<file path="config.mk">
export PLATFORM = sky130hd
export DESIGN_NAME = sseg_scan_ctrl
export DESIGN_NICKNAME = d
export VERILOG_FILES = /design/src/rtl/sseg_scan_ctrl.sv
export SDC_FILE = /design/constraint.sdc
export NUM_CORES = 1
export LEC_CHECK = 0
export ABC_CLOCK_PERIOD_IN_PS = 2100
export CAP_MARGIN = 40
export CORE_MARGIN = 2
export CORE_UTILIZATION = 28
export DETAILED_ROUTE_END_ITERATION = 8
export PLACE_DENSITY_LB_ADDON = 0.2
export SETUP_SLACK_MARGIN = 0.4
export SLEW_MARGIN = 5
export SYNTH_ARGS = -nofsm -noshare
export SYNTH_HDL_FRONTEND = slang
export SYNTH_SLANG_ARGS = --single-unit
</file>
<file path="constraint.sdc">
create_clock -name clk -period 2.1 [get_ports clk]
set_clock_uncertainty 0.2 [all_clocks]
set_input_delay 0.21 -clock clk [delete_from_list [all_inputs] [get_ports clk]]
set_output_delay 0.21 -clock clk [all_outputs]
set_load 0.02 [all_outputs]
</file>
<file path="src/rtl/sseg_scan_ctrl.sv">
// rtl/sseg_scan_ctrl.sv - 4-digit seven-segment scan controller with round-robin write arbiter
module sseg_scan_ctrl #(
    parameter int SHOW_CYC  = 100000,
    parameter int BLANK_CYC = 1000
) (
    input  logic       clk,
    input  logic       reset,
    input  logic       en,
    input  logic       wr_valid0,
    output logic       wr_ready0,
    input  logic [1:0] wr_digit0,
    input  logic [4:0] wr_code0,
    input  logic       wr_dp0,
    input  logic       wr_valid1,
    output logic       wr_ready1,
    input  logic [1:0] wr_digit1,
    input  logic [4:0] wr_code1,
    input  logic       wr_dp1,
    output logic [3:0] an,
    output logic [7:0] sseg,
    output logic       frame_tick
);

    localparam int MAX_CYC = (SHOW_CYC > BLANK_CYC) ? SHOW_CYC : BLANK_CYC;
    // A one-cycle interval still needs a 1-bit counter to compare against zero.
    localparam int CW = (MAX_CYC > 1) ? $clog2(MAX_CYC) : 1;
    localparam logic [CW-1:0] SHOW_LAST  = CW'(SHOW_CYC - 1);
    localparam logic [CW-1:0] BLANK_LAST = CW'(BLANK_CYC - 1);

    typedef enum logic {
        ST_BLANK,
        ST_SHOW
    } state_t;

    state_t        state;
    logic [CW-1:0] cnt;
    logic [1:0]    dig;

    logic [4:0]    code_mem [4];
    logic          dp_mem   [4];

    // Set when requester 1 won the most recent transfer; reset value favours requester 0.
    logic          last1;
    logic          fire0;
    logic          fire1;

    // Grants depend only on the valids and the round-robin pointer, never on the scan.
    assign wr_ready0 = wr_valid0 & (~wr_valid1 | last1);
    assign wr_ready1 = wr_valid1 & (~wr_valid0 | ~last1);
    assign fire0     = wr_valid0 & wr_ready0;
    assign fire1     = wr_valid1 & wr_ready1;

    // Active-low {a..g} pattern for a 5-bit code; codes 0x10 and up are blank.
    function automatic logic [6:0] glyph(input logic [4:0] code);
        logic [6:0] g;
        case (code)
            5'h00:   g = 7'b0000001;
            5'h01:   g = 7'b1001111;
            5'h02:   g = 7'b0010010;
            5'h03:   g = 7'b0000110;
            5'h04:   g = 7'b1001100;
            5'h05:   g = 7'b0100100;
            5'h06:   g = 7'b0100000;
            5'h07:   g = 7'b0001111;
            5'h08:   g = 7'b0000000;
            5'h09:   g = 7'b0000100;
            5'h0A:   g = 7'b0001000;
            5'h0B:   g = 7'b1100000;
            5'h0C:   g = 7'b0110001;
            5'h0D:   g = 7'b1000010;
            5'h0E:   g = 7'b0110000;
            5'h0F:   g = 7'b0111000;
            default: g = 7'b1111111;
        endcase
        return g;
    endfunction

    // Digit storage and round-robin pointer; at most one transfer lands per cycle.
    always_ff @(posedge clk) begin
        if (reset) begin
            last1 <= 1'b1;
            for (int i = 0; i < 4; i++) begin
                code_mem[i] <= 5'h10;
                dp_mem[i]   <= 1'b0;
            end
        end else if (fire0) begin
            code_mem[wr_digit0] <= wr_code0;
            dp_mem[wr_digit0]   <= wr_dp0;
            last1               <= 1'b0;
        end else if (fire1) begin
            code_mem[wr_digit1] <= wr_code1;
            dp_mem[wr_digit1]   <= wr_dp1;
            last1               <= 1'b1;
        end
    end

    // Scan FSM with registered pins; the pins always reflect the state held before this edge.
    always_ff @(posedge clk) begin
        if (reset) begin
            state      <= ST_BLANK;
            cnt        <= '0;
            dig        <= 2'd0;
            an         <= 4'hF;
            sseg       <= 8'hFF;
            frame_tick <= 1'b0;
        end else begin
            frame_tick <= 1'b0;
            if (en && (state == ST_SHOW)) begin
                an   <= ~(4'b0001 << dig);
                sseg <= {~dp_mem[dig], glyph(code_mem[dig])};
            end else begin
                an   <= 4'hF;
                sseg <= 8'hFF;
            end
            if (en) begin
                if (state == ST_BLANK) begin
                    if (cnt == BLANK_LAST) begin
                        state <= ST_SHOW;
                        cnt   <= '0;
                    end else begin
                        cnt <= cnt + 1'b1;
                    end
                end else begin
                    if (cnt == SHOW_LAST) begin
                        state      <= ST_BLANK;
                        cnt        <= '0;
                        dig        <= dig + 2'd1;
                        frame_tick <= (dig == 2'd3);
                    end else begin
                        cnt <= cnt + 1'b1;
                    end
                end
            end
        end
    end

endmodule

</file>
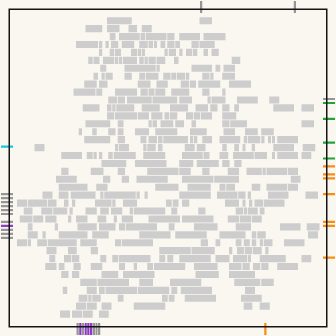
Figure 1: run 1, pin map.
Pins as bars across the die edge, other pins in gray.
legend:
  cyan:
    port: reset
    pins: 1
    direction: input
    edge: left
  purple:
    port: wr_code1
    pins: 5
    direction: input
    edge: 4 bottom, 1 left
  green:
    port: an
    pins: 4
    direction: output
    edge: right
  orange:
    port: sseg
    pins: 8
    direction: output
    edge: 7 right, 1 bottom
chip height: 108 um
PortBufs: 35
die x size: 108 um

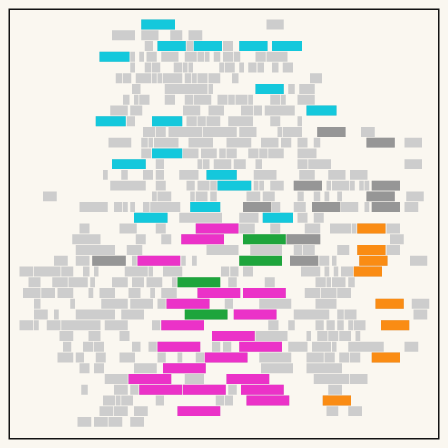
Figure 2: run 1, register map, names as in the netlist.
Other sequential cells in the stronger gray, the rest of the logic in the fainter gray.
legend:
  orange:
    signal: sseg
    flops: 8
  magenta:
    signal: code_mem
    flops: 20
    where: bottom middle
  cyan:
    signal: cnt
    flops: 17
  green:
    signal: dp_mem
    flops: 4
    where: middle
not colored: 11
register area: 1480 sq um
seq pwr: 1.26 mW
post-layout util: 43.5%

==> results_dict.tcl, run 1 <==
# place-and-route summary
set metrics [dict create \
    clock_sink_count 60 \
    drive_gt1_share_pct 40.3 \
    cp_top_family "multiplexers" \
    layout_worst_path_cycle_share_pct 94.0 \
    common_cells "dfxtp_1 (36), edfxtp_1 (24), inv_1 (21), nand2_1 (21), and2_1 (16)" \
    regToRegSetupSlack_ns 0.13 \
    rr_worst_depth 5 \
    cts_setup_buffers 15 \
    avgRoutedWirePerCell_um 14.9 \
    grt-ovfl-total 0 \
    setup_tns_ns 0 \
    antenna_found_initial 0 \
    yosysChipArea_sq_um 3050 \
    p_leak_nw 1.62 \
    dieArea_sq_um 11700 \
    async_flop_share_pct 0 \
    io_pins 36 \
    synth_area_sq_um 3050 \
    nClkBuffers 11 \
    combGateArea_sq_um 1920 \
    yosysMostFrequentCell "dfxtp_1" \
    core_area_sq_um 10700 \
    logic_gates 202 \
    required_ns 2.14 \
    area_growth_pct 53.1 \
    setup_viol 0 \
    cts_tree "built" \
    synthCells 297 \
    clk_share_pct 4.45 \
    largest_reg_flops 20 \
    cp.depth 5 \
    nonClkBufAreaFrac_pct 17.3 \
    grt_pass1_wl_um 12500 \
    drtAntennaViolNets 0 \
    path_cells "mux4_2, ha_4, mux2_4, mux2i_1, nand2_1" \
    final_hold_viol_count 0 \
    post-route-drc-count 0 \
    ys_sh_mux_pct 6.11 \
    power_mw 2.73 \
    drtIter0Drc 136 \
    hold_start "wr_valid1" \
    top_register "code_mem" \
    dpl.hpwl_um 5090 \
    synth.distinct_cells 58 \
    grt_pass1_vias 2501 \
    cap_violations 0 \
    dpl.cell_count 484 \
    tap_cells 140 \
    max_clock_freq_mhz 507 \
    max-slew-margin-rel_pct 71.6 \
    yosys.area.top_type "dfxtp_1" \
    clock_tree.root_cell "clkbuf_8" \
    synth_nets 329 \
    warning_count 37 \
    seq_share_pct 31.6 \
    edf_count 24 \
    ir_drop_mv 0.289 \
    ys_cells 297 \
    grt_setup_unrepaired "true" \
    xor_share_pct 1.15 \
    hold_depth 4 \
    logic_family "simple AND/OR/NAND/NOR gates" \
    viasPerCell 4.92 \
    biggestCellCategory "combinational gates" \
    grt_max_degree 32 \
    numCtsBuffers 9 \
    final_layout_top_logic_cells "buf_4 (37), clkdlybuf4s50_1 (25), edfxtp_1 (24)" \
    synth_top_area_share_pct 23.6 \
    num_vias 2584 \
    crit_path_end "sseg[3]" \
    initCoreUtil_pct 28.4 \
    ys_seq_share_pct 47.2 \
    gp_congestion 0.780 \
    fillers 1042 \
    grt.total_usage_pct 13.6 \
    critPathBufInv 0 \
    p_per_area_nw_per_um2 585 \
    ff_type "dfxtp_1" \
    cts_resized 43 \
    ys_sh_adder_pct 4.51 \
    crit_fanout 5 \
    fin_crit_ns 1.97 \
    ys_warn_count 0 \
    firstDrtPassIters 4 \
    slew_violations 0 \
    compound_area_share_pct 13.5 \
    top_cells_by_area "dfxtp_1 (24%), edfxtp_1 (24%), ha_1 (4.5%)" \
    rows 38 \
    antenna_cells 0 \
    crit_path_end_kind "flop" \
    worstSetupPathType "flop to flop" \
    arrival_ns 2.01 \
    nets 412 \
    n_all_inverters 21 \
    num-nonclk-buffers 86 \
    syn_avg_cell_area_sq_um 10.3 \
    tightest_slew_ns 0.422 \
    min_to "last1" \
    largestRegisters "code_mem: 20 flops, cnt: 17 flops, sseg: 8 flops" \
    htreeDepth 3 \
    simple_gate_share_pct 22.1 \
    insertion_delay_ns 0.34 \
    totalWireLength_um 7840 \
    startpoint_type "flop" \
    cts_buffer_depth 2 \
    r2r-end "sseg[3]" \
    critical_path.max_stage_delay_ns 0.63 \
    crit_path_top_delay_cell "mux4_2" \
    clk_pin_slew_ns 0.07 \
    hold_class "input pin to flop" \
    flop-count 60 \
    ys.flops 60 \
    cts_hold_buffers 0 \
    status "finished clean" \
]
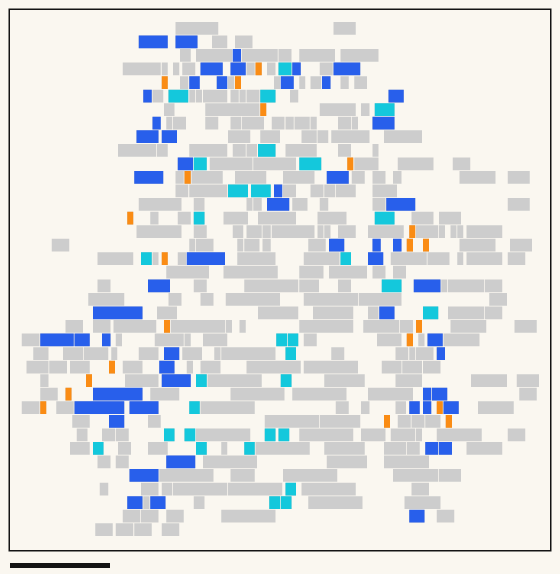
Figure 3: run 1, gate-type map.
Scale bar: 20 um.
legend:
  orange:
    family: inverters
    cells: 21
    where: spread over the die
  cyan:
    family: AND and OR gates
    cells: 31
  blue:
    family: inverting AOI/OAI gates
    cells: 56
logic share of the area: 41.2%
most used logic cell in the final layout: buf_4
post-route insts no fill: 525

-- run 1: stage by stage --
step | cell area [sq um] | setup WS, ns | utilization [%] | hold slack [ns]
final | 4670 | 0.126 | 43.5 | 0.148
after global routing | 4670 | 0.0433 | 43.5 | 0.240
after CTS | 4360 | 0.143 | 40.6 | 0.140
after detailed placement | 3840 | -0.0421 | 35.7 | 0.303
after global placement | 3840 | 0.00399 | 35.7 | 0.299
after floorplan | 3200 | 0.150 | - | 0.143
-- run 1: per-layer routing --
metal	global-route usage (%)	up-vias	routed length (um)
met1	18.0	1254	3660
met3	2.35	11	261
li1	-	1271	-
met4	7.14	0	165
met5	0	-	0
met2	21.4	48	3750
-- run 1: where the power goes --
group	switching, mW	internal, mW	leakage [nW]
clock network	0.461	0.663	0.101
registers	0.0168	1.25	0.540
logic	0.177	0.169	0.982
==> run 1 -> run 2 <==
--- a/config.mk
+++ b/config.mk
@@ -7,6 +7,7 @@
 export LEC_CHECK = 0
 export ABC_CLOCK_PERIOD_IN_PS = 2100
 export CAP_MARGIN = 40
+export CORE_ASPECT_RATIO = 1.4
 export CORE_MARGIN = 2
 export CORE_UTILIZATION = 28
 export DETAILED_ROUTE_END_ITERATION = 8
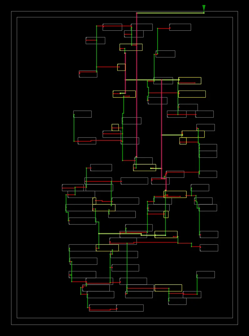
Figure 4: run 2, clock wiring as the flow saved it.
clock-net power: 1.57 mW
clk_buf instances: 10
flop count: 60
clk sink count: 60

==> results_dict.tcl, run 2 <==
# place-and-route summary
set metrics [dict create \
    status "finished clean" \
    setup_tns_ns 0 \
    synth.distinct_cells 58 \
    viasPerCell 4.87 \
    cap_violations 0 \
    ys_warn_count 0 \
    ys_cells 297 \
    final_hold_viol_count 0 \
    crit_fanout 5 \
    arrival_ns 2.01 \
    met3WireLength_um 217 \
    startpoint_type "flop" \
    dpl.cell_count 487 \
    top_cells_by_area "dfxtp_1 (24%), edfxtp_1 (24%), ha_1 (4.5%)" \
    finalWorstSetupSlack_ns 0.157 \
    grt_busiest_layer "met2" \
    simple_gate_share_pct 22.1 \
    crit_path_end_kind "flop" \
    compound_area_share_pct 13.5 \
    finish.utilization_pct 44.0 \
    max_clock_freq_mhz 515 \
    antenna_cells 0 \
    ff_type "dfxtp_1" \
    yosysChipArea_sq_um 3050 \
    grt_max_degree 15 \
    ir_drop_mv 0.277 \
    rows 45 \
    grt_pass1_vias 2570 \
    synth_nets 329 \
    core_area_sq_um 10800 \
    async_flop_share_pct 0 \
    required_ns 2.17 \
    tap_cells 141 \
    grt_pass1_wl_um 12400 \
    common_cells "dfxtp_1 (36), edfxtp_1 (24), inv_1 (21), nand2_1 (21), and2_1 (16)" \
    edf_count 24 \
    p_per_area_nw_per_um2 672 \
    ys_seq_share_pct 47.2 \
    fin_cells 525 \
    io_pins 36 \
    logic_gates 202 \
    seq_share_pct 31.1 \
    max-slew-margin-rel_pct 75.2 \
    layout_worst_path_cycle_share_pct 92.5 \
    setup_viol 0 \
    yosys.area.top_type "dfxtp_1" \
    drtIter0Drc 132 \
    slew_violations 0 \
    nonClkBufAreaFrac_pct 16.7 \
    post-place-ws_ns -0.0249 \
    hold_depth 3 \
    initCoreUtil_pct 28.4 \
    holdWs_ns 0.0767 \
    fin_crit_ns 1.94 \
    die_w_um 92.2 \
    grt_setup_unrepaired "true" \
    final_layout_top_logic_cells "buf_4 (32), clkdlybuf4s50_1 (31), edfxtp_1 (24)" \
    clock_tree.root_cell "clkbuf_16" \
    layout.cells.most_common "buf_4" \
    synthCells 297 \
    firstDrtPassIters 4 \
    grt_util_met2_pct 22.6 \
    top_layer "met4" \
    tightest_slew_ns 0.372 \
    p_leak_nw 1.65 \
    regToRegSetupSlack_ns 0.16 \
    rr_worst_depth 7 \
    post-route-drc-count 0 \
    nets 411 \
    grt-ovfl-total 0 \
    r2r-end "sseg[3]" \
    clk_pin_slew_ns 0.05 \
    min_to "last1" \
    dpl.hpwl_um 5160 \
    num_vias 2555 \
    fillers 1029 \
    grt_use_met1_pct 16.7 \
    seqCellArea_sq_um 1470 \
    combGateArea_sq_um 1890 \
    numCtsBuffers 9 \
    syn_avg_cell_area_sq_um 10.3 \
    cts_setup_buffers 11 \
    dr_wl_met2_um 3960 \
    postPlaceCellArea_sq_um 3840 \
    hold_start "wr_valid1" \
    ys_sh_adder_pct 4.51 \
    cts_buffer_depth 2 \
    antenna_found_initial 0 \
    largest_reg_flops 20 \
    hold_class "input pin to flop" \
    logic_family "simple AND/OR/NAND/NOR gates" \
    htreeDepth 3 \
    insertion_delay_ns 0.33 \
    worstSetupPathType "flop to flop" \
    synth_top_area_share_pct 23.6 \
    num-nonclk-buffers 85 \
    grt_use_met3_pct 2.48 \
    final_cell_area_sq_um 4730 \
    comb_area_share_pct 40.1 \
    avgRoutedWirePerCell_um 14.5 \
    die_h_um 128 \
    top_register "code_mem" \
    dieArea_sq_um 11800 \
    cts_tree "built" \
    power_mw 3.18 \
    warning_count 37 \
    n_all_inverters 21 \
    largestRegisters "code_mem: 20 flops, cnt: 17 flops, sseg: 8 flops" \
    cts_resized 46 \
    biggestCellCategory "combinational gates" \
    grt.total_usage_pct 13.4 \
    wl_met1_um 3310 \
    gp_congestion 0.779 \
    clk_share_pct 6.72 \
    drtAntennaViolNets 0 \
    area_growth_pct 54.9 \
    synth_area_sq_um 3050 \
    yosysMostFrequentCell "dfxtp_1" \
    crit_path_end "sseg[3]" \
    port_buffers 35 \
    cts_hold_buffers 0 \
]
## run 2: cells by family (layout without fill, tap and decap cells)
family,after synthesis,count (layout)
multiplexers,11,11
adder cells (fa/ha/maj),11,11
buffers and inverters,35,122
AND/OR/NAND/NOR,117,117
flip-flops,60,60
AND-OR/OR-AND,59,59
XOR/XNOR,4,4
## run 2: worst max-delay path: stages (launching register included)
cell and delay [ns]:
dfxtp_4 0.37, mux4_2 0.58, inv_2 0.14, ha_2 0.26
inv_1 0.05, mux2i_1 0.13, mux2i_1 0.09, nand2_1 0.06
## run 2: power breakdown
| group | internal, mW | switching [mW] |
|---|---|---|
| Combinational | 0.172 | 0.172 |
| Sequential | 1.25 | 0.0182 |
| Clock | 1.04 | 0.528 |
| Total | 2.46 | 0.718 |
==> run 2 -> run 3 <==
--- a/config.mk
+++ b/config.mk
@@ -9,9 +9,11 @@
 export CAP_MARGIN = 40
 export CORE_ASPECT_RATIO = 1.4
 export CORE_MARGIN = 2
-export CORE_UTILIZATION = 28
+export CORE_UTILIZATION = 50
 export DETAILED_ROUTE_END_ITERATION = 8
+export HOLD_SLACK_MARGIN = 0.15
 export PLACE_DENSITY_LB_ADDON = 0.2
+export REMOVE_ABC_BUFFERS = 1
 export SETUP_SLACK_MARGIN = 0.4
 export SLEW_MARGIN = 5
 export SYNTH_ARGS = -nofsm -noshare
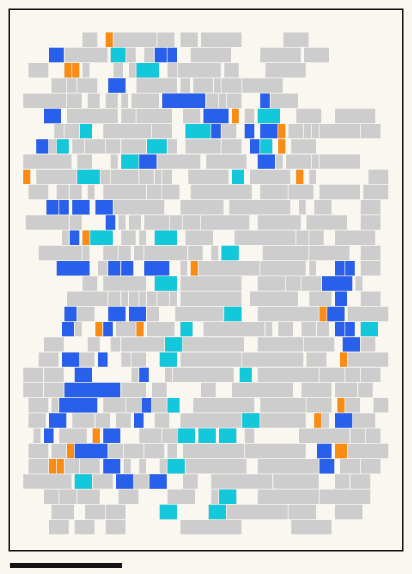
Figure 5: run 3, gate-type map.
Scale bar: 20 um.
legend:
  orange:
    family: inverters
    cells: 21
    where: spread over the die
  blue:
    family: inverting AOI/OAI gates
    cells: 56
    where: spread over the die
  cyan:
    family: AND and OR gates
    cells: 31
post-route insts no fill: 455
logic share of the area: 40.1%

==> results_dict.tcl, run 3 <==
# place-and-route summary
set metrics [dict create \
    status "finished clean" \
    min_to "last1" \
    pg_seq_mw 1.26 \
    synthCells 297 \
    area_growth_pct 42.4 \
    ys_sh_adder_pct 4.51 \
    crit_path_top_delay_cell "mux4_2" \
    die_h_um 96.4 \
    top_register "code_mem" \
    grt_util_met2_pct 44.5 \
    grt_pass1_vias 2555 \
    grt_busiest_layer "met2" \
    dieArea_sq_um 6750 \
    io_pins 36 \
    switchingPower_uw 637 \
    regToRegSetupSlack_ns 0.15 \
    postPlaceCellArea_sq_um 3690 \
    antenna_found_initial 0 \
    power_leader "sequential cells" \
    grt_pass1_wl_um 11800 \
    grt_setup_unrepaired "true" \
    fin_crit_ns 1.95 \
    grt_max_degree 32 \
    clockPowerShare_pct 37.7 \
    setup_tns_ns 0 \
    clk-power_uw 960 \
    crit_fanout 4 \
    cp.depth 5 \
    layout_worst_path_cycle_share_pct 93.0 \
    async_flop_share_pct 0 \
    yosysChipArea_sq_um 3050 \
    cts_tree "built" \
    p_per_area_nw_per_um2 586 \
    hold_depth 5 \
    setup_viol 0 \
    common_cells "dfxtp_1 (36), edfxtp_1 (24), inv_1 (21), nand2_1 (21), and2_1 (16)" \
    insertion_delay_ns 0.34 \
    drtAntennaViolNets 0 \
    max-slew-margin-rel_pct 70.8 \
    grt.total_usage_pct 22.6 \
    initCoreUtil_pct 52.0 \
    cp_top_family "multiplexers" \
    clock_sink_count 60 \
    p_seq_share_pct 49.7 \
    antenna_cells 0 \
    ir_drop_mv 0.420 \
    edf_count 24 \
    avgRoutedWirePerCell_um 16.9 \
    final_layout_top_logic_cells "buf_4 (44), clkdlybuf4s50_1 (28), edfxtp_1 (24)" \
    rows 33 \
    nets 412 \
    critical_path.max_stage_delay_ns 0.59 \
    cts_buffer_depth 2 \
    slew_violations 0 \
    drive_gt1_share_pct 39.0 \
    worstSetupPathType "flop to flop" \
    finish.utilization_pct 74.1 \
    final_hold_viol_count 0 \
    simple_gate_share_pct 22.1 \
    met3WireLength_um 401 \
    ys_sh_mux_pct 6.11 \
    power_frac_comb_pct 12.6 \
    synth_area_sq_um 3050 \
    firstDrtPassIters 5 \
    largestRegisters "code_mem: 20 flops, cnt: 17 flops, sseg: 8 flops" \
    ys_warn_count 0 \
    numCtsBuffers 9 \
    clk_pin_slew_ns 0.07 \
    holdWs_ns 0.332 \
    startpoint_type "flop" \
    num_vias 2653 \
    htreeDepth 3 \
    fillers 430 \
    arrival_ns 1.99 \
    compound_area_share_pct 13.5 \
    core_area_sq_um 5860 \
    synth_top_area_share_pct 23.6 \
    clock_tree.root_cell "clkbuf_8" \
    post-place-ws_ns 0.00473 \
    yosysMostFrequentCell "dfxtp_1" \
    final_cell_area_sq_um 4340 \
    largest_reg_flops 20 \
    required_ns 2.14 \
    ys.flops 60 \
    gp_congestion 0.895 \
    grt_use_met3_pct 4.77 \
    p_leak_nw 1.59 \
    dpl.hpwl_um 4990 \
    crit_path_end "sseg[3]" \
    critPathBufInv 0 \
    hold_start "wr_valid0" \
    cap_violations 0 \
    top_cells_by_area "dfxtp_1 (24%), edfxtp_1 (24%), ha_1 (4.5%)" \
    wl_met1_um 2920 \
    finalWorstSetupSlack_ns 0.147 \
    p_comb_uw 321 \
    ff_type "dfxtp_1" \
    die_w_um 70.0 \
    ys_cells 297 \
    layout.cells.most_common "buf_4" \
    hold_class "input pin to flop" \
    grt-ovfl-total 0 \
    drtIter0Drc 123 \
    rr_worst_depth 5 \
    r2r-end "sseg[3]" \
    power_mw 2.55 \
    dr_wl_met2_um 4260 \
    tightest_slew_ns 0.434 \
    synth.distinct_cells 58 \
    yosys.area.top_type "dfxtp_1" \
    syn_avg_cell_area_sq_um 10.3 \
    path_cells "mux4_2, ha_2, mux2_2, mux2i_1, nand2_1" \
    totalWireLength_um 7710 \
    top_layer "met4" \
    dpl.cell_count 422 \
    viasPerCell 5.83 \
    grt_use_met1_pct 23.5 \
    logic_family "simple AND/OR/NAND/NOR gates" \
    max_clock_freq_mhz 512 \
    post-route-drc-count 0 \
    p_int_mw 1.91 \
    xor_share_pct 1.15 \
    crit_path_end_kind "flop" \
    warning_count 35 \
    swShare_pct 25.0 \
    port_buffers 35 \
    ys_seq_share_pct 47.2 \
]
## run 3: tightest hold or removal path, stage by stage
cell and delay [ns]:
dlygate4sd2_1 0.29, buf_4 0.17, nand2_1 0.05, o21ai_0 0.06, nand2_1 0.05
## run 3: repair_timing
action | in CTS | in global routing
pin swaps | 13 | 13
setup endpoints to repair | 70 | 69
hold buffers | 1 | 0
gates resized | 48 | 56
buffers inserted | 10 | 6
hold endpoints to repair | 1 | 0
## run 3: final cells by class
cell class	count	area, sq um	area share (%)
clock inverters	4	21.3	0.490
well taps	70	87.6	2.02
inverters	21	81.3	1.87
clock buffers	12	156	3.60
multi-input cells	202	1740	40.1
repair buffers	86	783	18.0
flip-flops and latches	60	1470	33.9
Power figures rest on the tool's default switching activity, not on a simulated workload.
